File: src/rtl/seq_pattern_det_pkg.sv
// Shared definitions for the serial pattern detector: state encoding and
// helpers that turn the runtime length configuration into a compare mask.
package seq_pattern_det_pkg;

  localparam logic [1:0] IDLE = 2'd0;
  localparam logic [1:0] FILL = 2'd1;
  localparam logic [1:0] RUN  = 2'd2;

  // Ones in bits [len-1:0]; callers slice the low MAX_LEN bits (MAX_LEN <= 32).
  function automatic logic [31:0] len_mask(input int unsigned len);
    logic [31:0] m;
    for (int unsigned i = 0; i < 32; i++) begin
      m[i] = (i < len);
    end
    return m;
  endfunction

  // Out-of-range lengths (0 or above the maximum) select the full pattern.
  function automatic int unsigned clamp_len(input int unsigned len,
                                            input int unsigned max_len);
    return ((len == 0) || (len > max_len)) ? max_len : len;
  endfunction

endpackage

File: src/rtl/sat_counter.sv
// Saturating up-counter with synchronous clear; clear beats increment.
module sat_counter #(
  parameter int unsigned W = 8
) (
  input  logic         clk,
  input  logic         rst_n,
  input  logic         clr,
  input  logic         inc,
  output logic [W-1:0] q
);

  logic [W-1:0] q_d;

  // Next count: clear first, then increment unless already at all-ones.
  always_comb begin
    q_d = q;
    if (clr) begin
      q_d = '0;
    end else if (inc && (q != '1)) begin
      q_d = q + W'(1);
    end
  end

  // Count register.
  always_ff @(posedge clk or negedge rst_n) begin
    if (!rst_n) begin
      q <= '0;
    end else begin
      q <= q_d;
    end
  end

endmodule

File: src/rtl/seq_pattern_det.sv
// Serial pattern detector: shifts qualified bits into a history register and
// compares the newest L bits against a maskable pattern, pulsing w on a match.
module seq_pattern_det
  import seq_pattern_det_pkg::*;
#(
  parameter int unsigned MAX_LEN = 8,
  parameter int unsigned LEN_W   = 4,
  parameter int unsigned CNT_W   = 8
) (
  input  logic               clk,
  input  logic               rst_n,
  input  logic               en,
  input  logic               a,
  input  logic               a_vld,
  input  logic [MAX_LEN-1:0] cfg_pat,
  input  logic [MAX_LEN-1:0] cfg_mask,
  input  logic [LEN_W-1:0]   cfg_len,
  input  logic               cfg_overlap,
  input  logic               cnt_clr,
  output logic               w,
  output logic [CNT_W-1:0]   match_cnt,
  output logic               armed
);

  // Only MAX_LEN-1 older bits are stored; the incoming bit completes the window.
  logic [MAX_LEN-2:0] hist_q, hist_d;
  logic [MAX_LEN-1:0] hist_new;
  logic [MAX_LEN-1:0] eff_mask;
  logic [LEN_W-1:0]   fill_q, fill_d, fill_inc;
  logic [LEN_W-1:0]   eff_len;
  logic [1:0]         state_q, state_d;
  logic               sample;
  logic               evaluate;
  logic               match;
  logic               w_q;

  // Sample qualification, window assembly and match decision.
  always_comb begin
    sample   = en & a_vld;
    hist_new = {hist_q, a};
    eff_len  = LEN_W'(clamp_len(32'(cfg_len), MAX_LEN));
    eff_mask = cfg_mask & MAX_LEN'(len_mask(32'(eff_len)));
    fill_inc = (fill_q >= LEN_W'(MAX_LEN)) ? fill_q : fill_q + LEN_W'(1);
    evaluate = sample && (fill_inc >= eff_len);
    match    = evaluate && (((hist_new ^ cfg_pat) & eff_mask) == '0);
  end

  // FSM and history next state; en low forces IDLE and wipes the history.
  always_comb begin
    hist_d  = hist_q;
    fill_d  = fill_q;
    state_d = state_q;
    if (!en) begin
      hist_d  = '0;
      fill_d  = '0;
      state_d = IDLE;
    end else begin
      if (state_q == IDLE) begin
        state_d = FILL;
      end
      if (sample) begin
        hist_d  = hist_new[MAX_LEN-2:0];
        fill_d  = fill_inc;
        state_d = evaluate ? RUN : FILL;
        // Non-overlapping: the next match must be built from fresh samples.
        if (match && !cfg_overlap) begin
          fill_d  = '0;
          state_d = FILL;
        end
      end
    end
  end

  // State, history and match pulse registers.
  always_ff @(posedge clk or negedge rst_n) begin
    if (!rst_n) begin
      hist_q  <= '0;
      fill_q  <= '0;
      state_q <= IDLE;
      w_q     <= 1'b0;
    end else begin
      hist_q  <= hist_d;
      fill_q  <= fill_d;
      state_q <= state_d;
      w_q     <= match;
    end
  end

  sat_counter #(
    .W (CNT_W)
  ) u_match_cnt (
    .clk   (clk),
    .rst_n (rst_n),
    .clr   (cnt_clr),
    .inc   (match),
    .q     (match_cnt)
  );

  // Output mapping.
  always_comb begin
    w     = w_q;
    armed = (state_q == RUN);
  end

endmodule

File: config.mk
export PLATFORM = sky130hd
export DESIGN_NAME = seq_pattern_det
export DESIGN_NICKNAME = d
export VERILOG_FILES = /design/src/rtl/seq_pattern_det_pkg.sv /design/src/rtl/sat_counter.sv /design/src/rtl/seq_pattern_det.sv
export SDC_FILE = /design/constraint.sdc
export NUM_CORES = 1
export LEC_CHECK = 0
export CORE_MARGIN = 2
export CORE_UTILIZATION = 44
export CTS_CLUSTER_DIAMETER = 200
export DETAILED_ROUTE_END_ITERATION = 8
export HOLD_SLACK_MARGIN = 0.12
export PLACE_DENSITY = 0.75
export SYNTH_ARGS = -nofsm -noshare
export SYNTH_HDL_FRONTEND = slang
export SYNTH_SLANG_ARGS = --single-unit
File: constraint.sdc
create_clock -name clk -period 2.7 [get_ports clk]
set_input_delay 0.54 -clock clk [delete_from_list [all_inputs] [get_ports clk]]
set_output_delay 0.54 -clock clk [all_outputs]
set_load 0.05 [all_outputs]
run_1/util_map.png
(6 px per um) The die is cut into 6 by 6 equal tiles; white is low, dark blue is high, 0 to 100% covered.
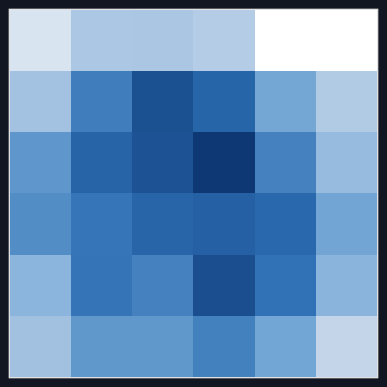
nearly empty tiles	5.6%
emptiest ninth of the die	north-east
tiles over 75% full	25%

run_1/m1.png
(4 px per um) Supply wires on this layer in grey.
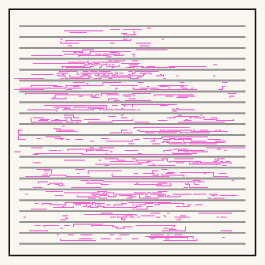
main direction	horizontal
nets with wire on the layer	216
share of all routed wire	42%

run_1/clock_wires.png
(6 px per um)
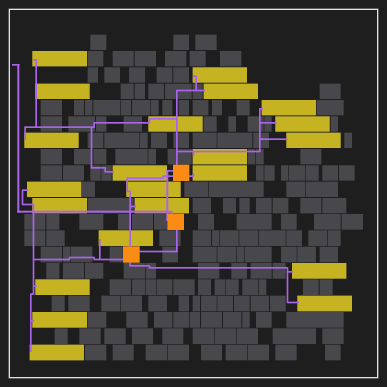
[orange] clock-net drivers | count: 3
[purple] clock wires | length: 297 um
[yellow] flip-flops | count: 22
routed clock nets	4

run_1/m3.png
(8 px per um) Cells faint in the background.
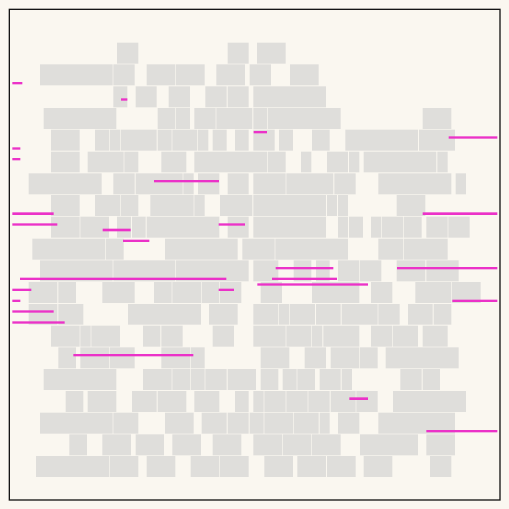
main direction	horizontal
nets with wire on the layer	23
wire length on this layer	158 um

==> impl_metrics.yaml, run 1 <==
# physical design summary
logic_synthesis:
  ys_sh_aoi: 0.171
  yosysCellCount: 149
  async_reset_ff_frac: 1.00
  synth_flop_count: 22
  ys_area_sq_um: 1440
  largest_area_cell: "dfrtp_1"
  synth-adder-area-share: 0.0522
status:
  violations: "setup timing"
  status: "complete, but fails checks"
global_route:
  grt_max_degree: 23
  antenna_found_initial: 0
detailed_routing:
  via_count: 1371
  met3_length_um: 157
  wl_met1_um: 1580
  drt_first_pass_iters: 4
  viasPerCell: 5.51
finish:
  ff_count: 22
  inverters: 5
  area_dominant_class: "combinational gates"
  num-nonclk-buffers: 60
place:
  place_ws_ns: -0.493
  placed_cell_area_sq_um: 1960
critical_path:
  cp-end-kind: "register"
  slowest_delay_ns: 0.39
  crit_path_end: "u_match_cnt.q[4]$_DFFE_PN0P_"
  crit_cells: 11
  cp-startpoint: "fill_q[1]$_DFFE_PN0P_"
  timing.rr.start: "fill_q[1]$_DFFE_PN0P_"
  critPathKind: "register to register"
timing:
  setup_viol_count_final: 12
  period_needed_ns: 2.86
  setup_ws_ns: -0.162
  max_freq_ghz: 0.349
job:
  max_cap_violations: 0
power:
  power_leakage_nw: 0.911
clock_tree:
  postCtsSetupBuffers: 6
  htree_levels: 1
floorplan:
  design.core.area_sq_um: 3080
-- run 1: worst register-to-register path, stage by stage, from the launching register on --
cell and delay [ns]:
dfrtp_1 0.36, inv_1 0.05, ha_1 0.28, mux2_4 0.29, ha_4 0.27, o21ai_2 0.04, a31o_1 0.18, a211o_1 0.27
or3_4 0.38, buf_6 0.15, or4_1 0.39, a21oi_1 0.13
-- run 1: report_power, final --
| part | switching [mW] | leakage (nW) | total [mW] | internal [mW] |
|---|---|---|---|---|
| Sequential | 0.00428 | 0.303 | 0.340 | 0.336 |
| Combinational | 0.0891 | 0.595 | 0.191 | 0.102 |
| Clock | 0.0980 | 0.0138 | 0.150 | 0.0521 |
-- run 1: state kept, by name, summed over array words and instances (netlist names) --
name and flops:
fill_q 4, hist_q 7, state_q 2, u_match_cnt.q 8, w 1
## Run 2: what changed since run 1
--- a/config.mk
+++ b/config.mk
@@ -14,3 +14,4 @@
 export SYNTH_ARGS = -nofsm -noshare
 export SYNTH_HDL_FRONTEND = slang
 export SYNTH_SLANG_ARGS = --single-unit
+export TNS_END_PERCENT = 1
run_2/clock_nets.png
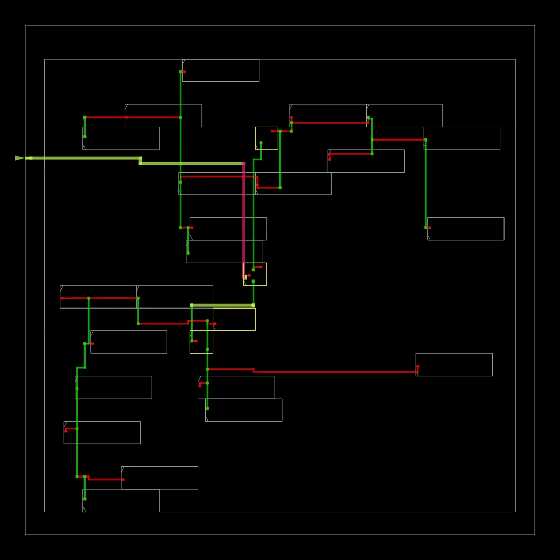
CLK BUF: 4
P_clk: 0.185 mW
Post-Route Skew: 0.00115 ns

run_2/util_map.png
(6 px per um) The die is cut into 6 by 6 equal tiles; white is low, dark blue is high, 0 to 100% covered.
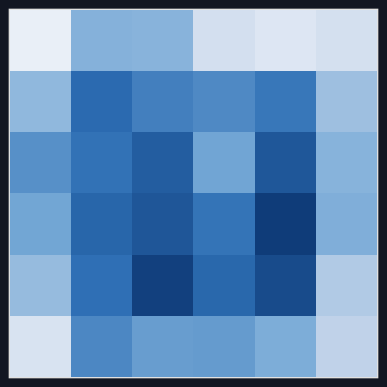
emptiest ninth of the die	north-east
mean over tiles	56%
fullest tile	95%
tiles over 75% full	25%

==> run 2 against run 1 <==
Compared with the run above:
- the flow still finishes with violations (setup timing)
- final area rose by 0.58%
- routed wire length up 1.3%
- final cell count is 0.40% higher
- count of clock-buffer cells in the layout rose by 1
- first-iteration DRC count down 16%
- synthesized cell count unchanged
- via count rose by 1.1%
- global-route usage is 0.37 points lower
==> impl_metrics.yaml, run 2 <==
# physical design summary
status:
  status: "complete, but fails checks"
  violations: "setup timing"
critical_path:
  slowest_delay_ns: 0.42
  timing.rr.start: "fill_q[0]$_DFFE_PN0P_"
  critPathKind: "register to register"
  crit_cells: 11
  crit_path_end: "u_match_cnt.q[1]$_DFFE_PN0P_"
place:
  place_ws_ns: -0.475
job:
  max_cap_violations: 0
finish:
  largestRegisters: "u_match_cnt.q (8), hist_q (7), fill_q (4)"
power:
  power_leakage_nw: 0.919
  p_comb_frac: 0.268
  clkPwrFrac: 0.257
  switchingPower_mw: 0.195
  p_int_mw: 0.524
timing:
  setup_ws_ns: -0.164
  setup_viol_count_final: 10
detailed_routing:
  met3_length_um: 105
  drt_first_pass_iters: 4
  via_count: 1386
global_route:
  grt_max_degree: 23
  antenna_found_initial: 0
logic_synthesis:
  ys_area_sq_um: 1440
  yosysCellCount: 149
  synth_flop_count: 22
clock_tree:
  htree_levels: 1
run_2/clock_wires.png
(6 px per um)
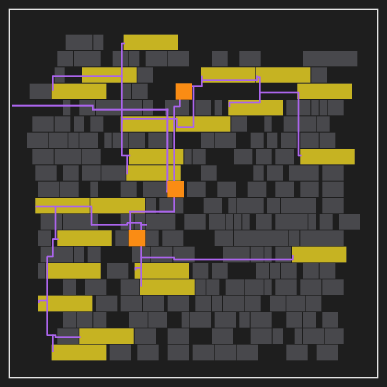
[purple] clock wires | length: 268 um
[yellow] flip-flops | count: 22
[orange] clock-net drivers | count: 3
flops lie	spread over the die
routed clock nets	4

run 2: power groups by stage:
stage	logic [mW]	registers (mW)	clock network, mW
final	0.193	0.341	0.185
after global routing	0.209	0.342	0.208
after CTS	0.185	0.341	0.191
after detailed placement	0.177	0.347	0
after global placement	0.171	0.347	0
after floorplan	0.0773	0.350	0
run 2: cell type report:
class                   instances  area [sq um]
flip-flops and latches         22           551
inverters                       5          18.8
repair buffers                 60           564
multi-input cells             115           931
fillers                       248           922
clock buffers                   4          36.3
well taps                      44          55.1
run 2: kinds of logic after synthesis:
kind of cell	synth area share
adder cells (fa/ha/maj)	0.0522
buffers and inverters	0.0444
multiplexers	0.0644
AND/OR/NAND/NOR	0.224
AND-OR/OR-AND	0.171
flip-flops	0.383
XOR/XNOR	0.0609
Power figures rest on the tool's default switching activity, not on a simulated workload.
